**Sequential cells grouped by signal name**

The bar under the picture is 20 um long. Other sequential cells in the stronger grey, the rest of the logic in the fainter grey.
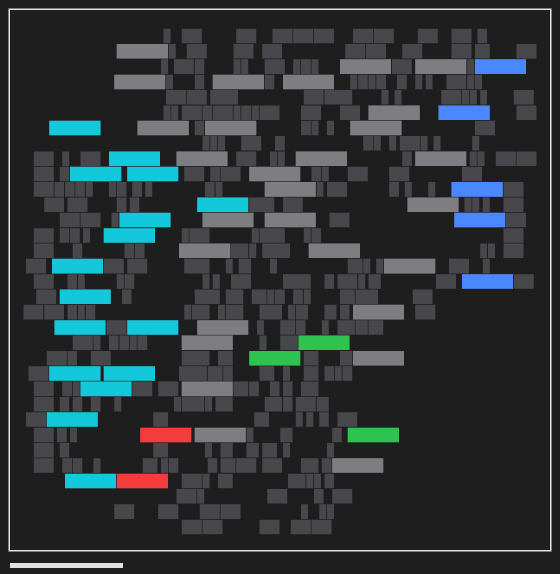
**Wiring heat map**

The die is cut into 19 by 19 equal tiles; dark blue is low, red is high, scaled to the fullest tile. Values are wire area over tile area, all layers added.
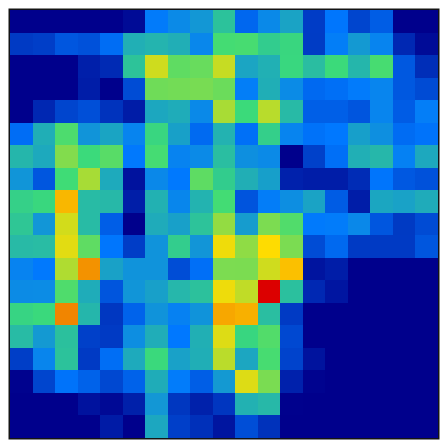
**Cell sizes after repair**

The bar under the picture is 20 um long.
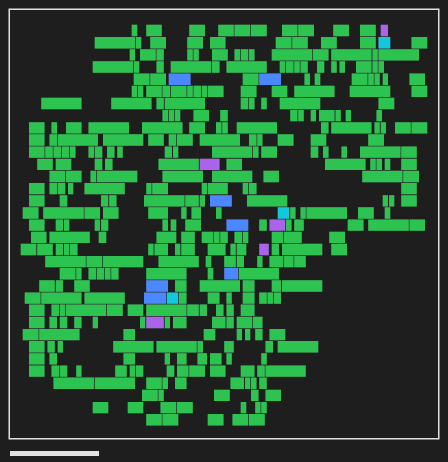
**Clock network drawn from the DEF**

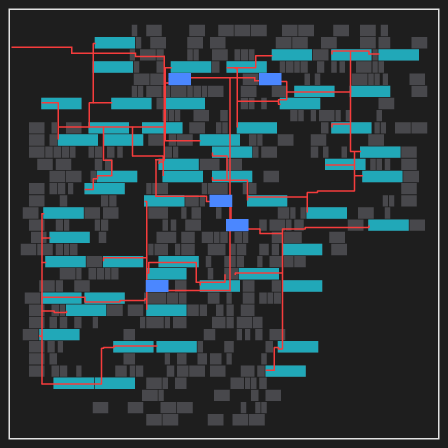
**Placed standard cells**

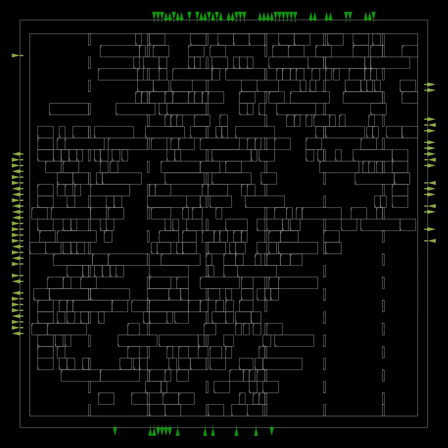
$ cat src/rtl/axi_mem_pkg.sv
// Shared types and constants for the command-to-AXI memory master.
// Latency: n/a (package only).
// Backpressure: n/a (package only).
//
// Holds the bus widths of the 32x16 memory slave, the master FSM state
// encoding and the response codes returned on the command side.
package axi_mem_pkg;

    localparam int ADDR_W = 5;
    localparam int DATA_W = 16;

    typedef enum logic [2:0] {
        IDLE,
        WR_ADDR,
        WR_DATA,
        WR_RESP,
        RD_ADDR,
        RD_DATA,
        RESP
    } state_t;

    localparam logic [1:0] RSP_OK      = 2'b00;
    localparam logic [1:0] RSP_SLVERR  = 2'b10;
    localparam logic [1:0] RSP_TIMEOUT = 2'b11;

    // States in which the master is waiting on the slave and may stall.
    function automatic logic phase_is_guarded(input state_t s);
        return (s == WR_ADDR) || (s == WR_DATA) || (s == WR_RESP) ||
               (s == RD_ADDR) || (s == RD_DATA);
    endfunction

endpackage

$ cat src/rtl/axi_phase_watchdog.sv
// Per-phase stall watchdog: counts cycles spent in a guarded phase.
// Latency: expired is combinational from the count; it is high in the last allowed cycle.
// Backpressure: none; the counter saturates and never wraps.
//
// Ports: clk, reset_n (async active-low), clear (phase entry), enable (guarded
// phase active), expired (the count reaches TIMEOUT_CYCLES at the next edge).
// TIMEOUT_CYCLES = 0 disables expiry entirely.
module axi_phase_watchdog #(
    parameter int TIMEOUT_CYCLES = 16
) (
    input  logic clk,
    input  logic reset_n,
    input  logic clear,
    input  logic enable,
    output logic expired
);

    localparam int CNT_W = (TIMEOUT_CYCLES > 0) ? $clog2(TIMEOUT_CYCLES + 1) : 1;
    localparam logic [CNT_W-1:0] CNT_MAX  = CNT_W'(TIMEOUT_CYCLES);
    localparam logic [CNT_W-1:0] CNT_LAST = CNT_W'((TIMEOUT_CYCLES > 0) ? TIMEOUT_CYCLES - 1 : 0);

    logic [CNT_W-1:0] cnt_q;
    logic [CNT_W-1:0] cnt_d;

    always_comb begin
        cnt_d = cnt_q;
        if (clear) begin
            cnt_d = '0;
        end else if (enable && (cnt_q != CNT_MAX)) begin
            cnt_d = cnt_q + CNT_W'(1);
        end
    end

    always_ff @(posedge clk or negedge reset_n) begin
        if (!reset_n) begin
            cnt_q <= '0;
        end else begin
            cnt_q <= cnt_d;
        end
    end

    // Expiry fires in the cycle whose closing edge would bring the count to
    // TIMEOUT_CYCLES, so a stalled VALID is held for exactly TIMEOUT_CYCLES cycles.
    assign expired = (TIMEOUT_CYCLES != 0) && enable && (cnt_q == CNT_LAST);

endmodule

$ cat src/rtl/axi4_mem_master.sv
// Command-to-AXI master: one read/write command in, AW->W->B or AR->R out, one response back.
// Latency: write >= 5 cycles, read >= 4 cycles from command accept to RSP_VALID (all outputs registered).
// Backpressure: CMD_READY only in IDLE; response held until RSP_READY; stalled phases abort with code 11.
//
// Ports: clk/reset_n; cmd_* command port; rsp_* response port; a_w_*, w_*, b_*
// write channels; a_r_*, r_*, rrsep read channels. B_READY/R_READY are raised
// only after the matching VALID has been seen, for exactly one cycle.
module axi4_mem_master
    import axi_mem_pkg::*;
#(
    parameter int TIMEOUT_CYCLES = 16
) (
    input  logic              clk,
    input  logic              reset_n,
    input  logic              cmd_valid,
    output logic              cmd_ready,
    input  logic              cmd_write,
    input  logic [ADDR_W-1:0] cmd_addr,
    input  logic [DATA_W-1:0] cmd_wdata,
    output logic              rsp_valid,
    input  logic              rsp_ready,
    output logic [DATA_W-1:0] rsp_rdata,
    output logic [1:0]        rsp_code,
    output logic [ADDR_W-1:0] a_w_addr,
    output logic              a_w_valid,
    input  logic              a_w_ready,
    output logic [DATA_W-1:0] w_data,
    output logic              w_valid,
    input  logic              w_ready,
    input  logic              b_valid,
    input  logic [1:0]        b_resp,
    output logic              b_ready,
    output logic [ADDR_W-1:0] a_r_addr,
    output logic              a_r_valid,
    input  logic              a_r_ready,
    input  logic              r_valid,
    input  logic [DATA_W-1:0] r_data,
    input  logic              rrsep,
    output logic              r_ready
);

    state_t              state_q,     state_d;
    logic                cmd_ready_q, cmd_ready_d;
    logic [ADDR_W-1:0]   addr_q,      addr_d;
    logic [DATA_W-1:0]   wdata_q,     wdata_d;
    logic                aw_valid_q,  aw_valid_d;
    logic                w_valid_q,   w_valid_d;
    logic                b_ready_q,   b_ready_d;
    logic                ar_valid_q,  ar_valid_d;
    logic                r_ready_q,   r_ready_d;
    logic                rsp_valid_q, rsp_valid_d;
    logic [DATA_W-1:0]   rsp_rdata_q, rsp_rdata_d;
    logic [1:0]          rsp_code_q,  rsp_code_d;

    logic wd_clear;
    logic wd_expired;
    logic timeout_hit;

    axi_phase_watchdog #(
        .TIMEOUT_CYCLES (TIMEOUT_CYCLES)
    ) u_watchdog (
        .clk     (clk),
        .reset_n (reset_n),
        .clear   (wd_clear),
        .enable  (phase_is_guarded(state_q)),
        .expired (wd_expired)
    );

    always_comb begin
        state_d     = state_q;
        cmd_ready_d = cmd_ready_q;
        addr_d      = addr_q;
        wdata_d     = wdata_q;
        aw_valid_d  = aw_valid_q;
        w_valid_d   = w_valid_q;
        b_ready_d   = b_ready_q;
        ar_valid_d  = ar_valid_q;
        r_ready_d   = r_ready_q;
        rsp_valid_d = rsp_valid_q;
        rsp_rdata_d = rsp_rdata_q;
        rsp_code_d  = rsp_code_q;
        timeout_hit = 1'b0;

        unique case (state_q)
            IDLE: begin
                cmd_ready_d = 1'b1;
                if (cmd_valid && cmd_ready_q) begin
                    cmd_ready_d = 1'b0;
                    addr_d      = cmd_addr;
                    wdata_d     = cmd_write ? cmd_wdata : '0;
                    rsp_rdata_d = '0;
                    rsp_code_d  = RSP_OK;
                    if (cmd_write) begin
                        state_d    = WR_ADDR;
                        aw_valid_d = 1'b1;
                    end else begin
                        state_d    = RD_ADDR;
                        ar_valid_d = 1'b1;
                    end
                end
            end
            WR_ADDR: begin
                if (a_w_ready) begin
                    aw_valid_d = 1'b0;
                    w_valid_d  = 1'b1;
                    state_d    = WR_DATA;
                end else if (wd_expired) begin
                    timeout_hit = 1'b1;
                end
            end
            WR_DATA: begin
                if (w_ready) begin
                    w_valid_d = 1'b0;
                    state_d   = WR_RESP;
                end else if (wd_expired) begin
                    timeout_hit = 1'b1;
                end
            end
            WR_RESP: begin
                // First pass sees B_VALID and raises B_READY; the second pass
                // is the handshake cycle itself.
                if (b_ready_q) begin
                    b_ready_d   = 1'b0;
                    rsp_valid_d = 1'b1;
                    state_d     = RESP;
                end else if (b_valid) begin
                    b_ready_d  = 1'b1;
                    rsp_code_d = (b_resp == 2'b00) ? RSP_OK : RSP_SLVERR;
                end else if (wd_expired) begin
                    timeout_hit = 1'b1;
                end
            end
            RD_ADDR: begin
                if (a_r_ready) begin
                    ar_valid_d = 1'b0;
                    state_d    = RD_DATA;
                end else if (wd_expired) begin
                    timeout_hit = 1'b1;
                end
            end
            RD_DATA: begin
                if (r_ready_q) begin
                    r_ready_d   = 1'b0;
                    rsp_valid_d = 1'b1;
                    state_d     = RESP;
                end else if (r_valid) begin
                    r_ready_d   = 1'b1;
                    rsp_rdata_d = r_data;
                    rsp_code_d  = rrsep ? RSP_SLVERR : RSP_OK;
                end else if (wd_expired) begin
                    timeout_hit = 1'b1;
                end
            end
            RESP: begin
                if (rsp_ready) begin
                    rsp_valid_d = 1'b0;
                    cmd_ready_d = 1'b1;
                    state_d     = IDLE;
                end
            end
            default: begin
                state_d = IDLE;
            end
        endcase

        // A stalled phase releases every AXI VALID/READY on the same edge.
        if (timeout_hit) begin
            aw_valid_d  = 1'b0;
            w_valid_d   = 1'b0;
            b_ready_d   = 1'b0;
            ar_valid_d  = 1'b0;
            r_ready_d   = 1'b0;
            rsp_valid_d = 1'b1;
            rsp_code_d  = RSP_TIMEOUT;
            rsp_rdata_d = '0;
            state_d     = RESP;
        end
    end

    assign wd_clear = (state_d != state_q);

    always_ff @(posedge clk or negedge reset_n) begin
        if (!reset_n) begin
            state_q     <= IDLE;
            cmd_ready_q <= 1'b0;
            addr_q      <= '0;
            wdata_q     <= '0;
            aw_valid_q  <= 1'b0;
            w_valid_q   <= 1'b0;
            b_ready_q   <= 1'b0;
            ar_valid_q  <= 1'b0;
            r_ready_q   <= 1'b0;
            rsp_valid_q <= 1'b0;
            rsp_rdata_q <= '0;
            rsp_code_q  <= RSP_OK;
        end else begin
            state_q     <= state_d;
            cmd_ready_q <= cmd_ready_d;
            addr_q      <= addr_d;
            wdata_q     <= wdata_d;
            aw_valid_q  <= aw_valid_d;
            w_valid_q   <= w_valid_d;
            b_ready_q   <= b_ready_d;
            ar_valid_q  <= ar_valid_d;
            r_ready_q   <= r_ready_d;
            rsp_valid_q <= rsp_valid_d;
            rsp_rdata_q <= rsp_rdata_d;
            rsp_code_q  <= rsp_code_d;
        end
    end

    assign cmd_ready = cmd_ready_q;
    assign rsp_valid = rsp_valid_q;
    assign rsp_rdata = rsp_rdata_q;
    assign rsp_code  = rsp_code_q;
    assign a_w_addr  = addr_q;
    assign a_w_valid = aw_valid_q;
    assign w_data    = wdata_q;
    assign w_valid   = w_valid_q;
    assign b_ready   = b_ready_q;
    assign a_r_addr  = addr_q;
    assign a_r_valid = ar_valid_q;
    assign r_ready   = r_ready_q;

endmodule

$ cat config.mk
export PLATFORM = sky130hd
export DESIGN_NAME = axi4_mem_master
export DESIGN_NICKNAME = d
export VERILOG_FILES = /design/src/rtl/axi_mem_pkg.sv /design/src/rtl/axi_phase_watchdog.sv /design/src/rtl/axi4_mem_master.sv
export SDC_FILE = /design/constraint.sdc
export NUM_CORES = 1
export LEC_CHECK = 0
export CORE_MARGIN = 2
export CORE_UTILIZATION = 31
export CTS_BUF_LIST = sky130_fd_sc_hd__clkbuf_8
export DETAILED_ROUTE_END_ITERATION = 10
export MAX_ROUTING_LAYER = met4
export PLACE_DENSITY_LB_ADDON = 0.25
export SYNTH_ARGS = -nofsm -noshare
export SYNTH_HDL_FRONTEND = slang
export SYNTH_SLANG_ARGS = --single-unit
$ cat constraint.sdc
create_clock -name clk -period 4.7 [get_ports clk]
set_clock_uncertainty 0.15 [all_clocks]
set_input_delay 0.94 -clock clk [delete_from_list [all_inputs] [get_ports clk]]
set_output_delay 0.94 -clock clk [all_outputs]
set_load 0.01 [all_outputs]
==> metrics.yaml <==
outcome:
  outcome: "complete, no violations"
cts:
  cts_tree: "yes"
  cts_buffers: 5
  clockBufferDepth: 2
  cts_resized: 0
  clk_pin_slew_ns: 0.10
  ctsHoldBuffers: 0
synth:
  simple_gate_share: 0.262
  synth_area_leader_cell: "dfrtp_1"
  ys_seq_share: 0.518
  synthMuxAreaShare: 0.0120
  async_reset_ff_frac: 1.00
  logic_family: "simple AND/OR/NAND/NOR gates"
  synth_nets: 349
  ff_type: "dfrtp_1"
  syn_area_mm2: 0.00261
power:
  leakagePower_nw: 1.63
  switchingPower_mw: 0.756
  top_power_group: "combinational logic"
  powerDensity_mw_per_mm2: 532
  power_frac_clock: 0.140
  total_power_mw: 1.99
  seq_power_share: 0.401
setup_path:
  crit_path_end: "u_watchdog.cnt_q[4]"
  startpoint: "w_ready"
  path_class: "primary input to flop"
detailed_routing:
  highest_layer: "met4"
  routed_wl_mm: 7.08
  dr_wl_met3_um: 373
  num_vias: 2370
  drt_iter0_markers: 173
  drc: 0
timing:
  layout_min_cycle_time_ns: 3.14
  worstMarginPinSlew_ns: 1.08
  finalCritPeriodShare: 0.669
finish:
  stdcell_count: 488
  nFlopsAndLatches: 54
  sh_comb_area: 0.300
flow_run:
  tool_warnings: 27
  max-cap-violations: 0
placement:
  globalplace.congestion: 0.751
  placed_area_mm2: 0.00364
  place_inst: 480
min_path:
  hold_path_depth: 2
global_routing:
  antenna_found_initial: 0
  gr-max-usage-layer: "met2"
  grt_util_met2: 0.259
die:
  ios: 101
  tap_cells: 105
Back to the opening pictures, 'sequential cells grouped by signal name':
- rsp_code: red (flops 2)
- state_q: green (flops 3)
- rsp_rdata: cyan (flops 16; where middle left)
- a_r_addr: blue (flops 5)
- not coloured: 28

Back to the opening pictures, 'wiring heat map':
- fullest tile: 0.46
- emptiest ninth of the die: lower right
- mean over tiles: 0.12

Back to the opening pictures, 'cell sizes after repair':
- x2: purple (cells 5)
- x1 and smaller: green (cells 368; most used clkdlybuf4s50_1)
- x6 and larger: blue (cells 7; most used clkbuf_8)
- x3 and x4: cyan (cells 3; most used buf_4)

Back to the opening pictures, 'clock network drawn from the DEF':
- clock wires: red (length 730 um)
- clock-net drivers: blue (count 5)
- flip-flops: cyan (count 54)
- flops lie: spread over the die

Back to the opening pictures, 'placed standard cells':
Layout Utilization: 0.457
row cnt: 33
FILL cells: 812

Power figures rest on the tool's default switching activity, not on a simulated workload.
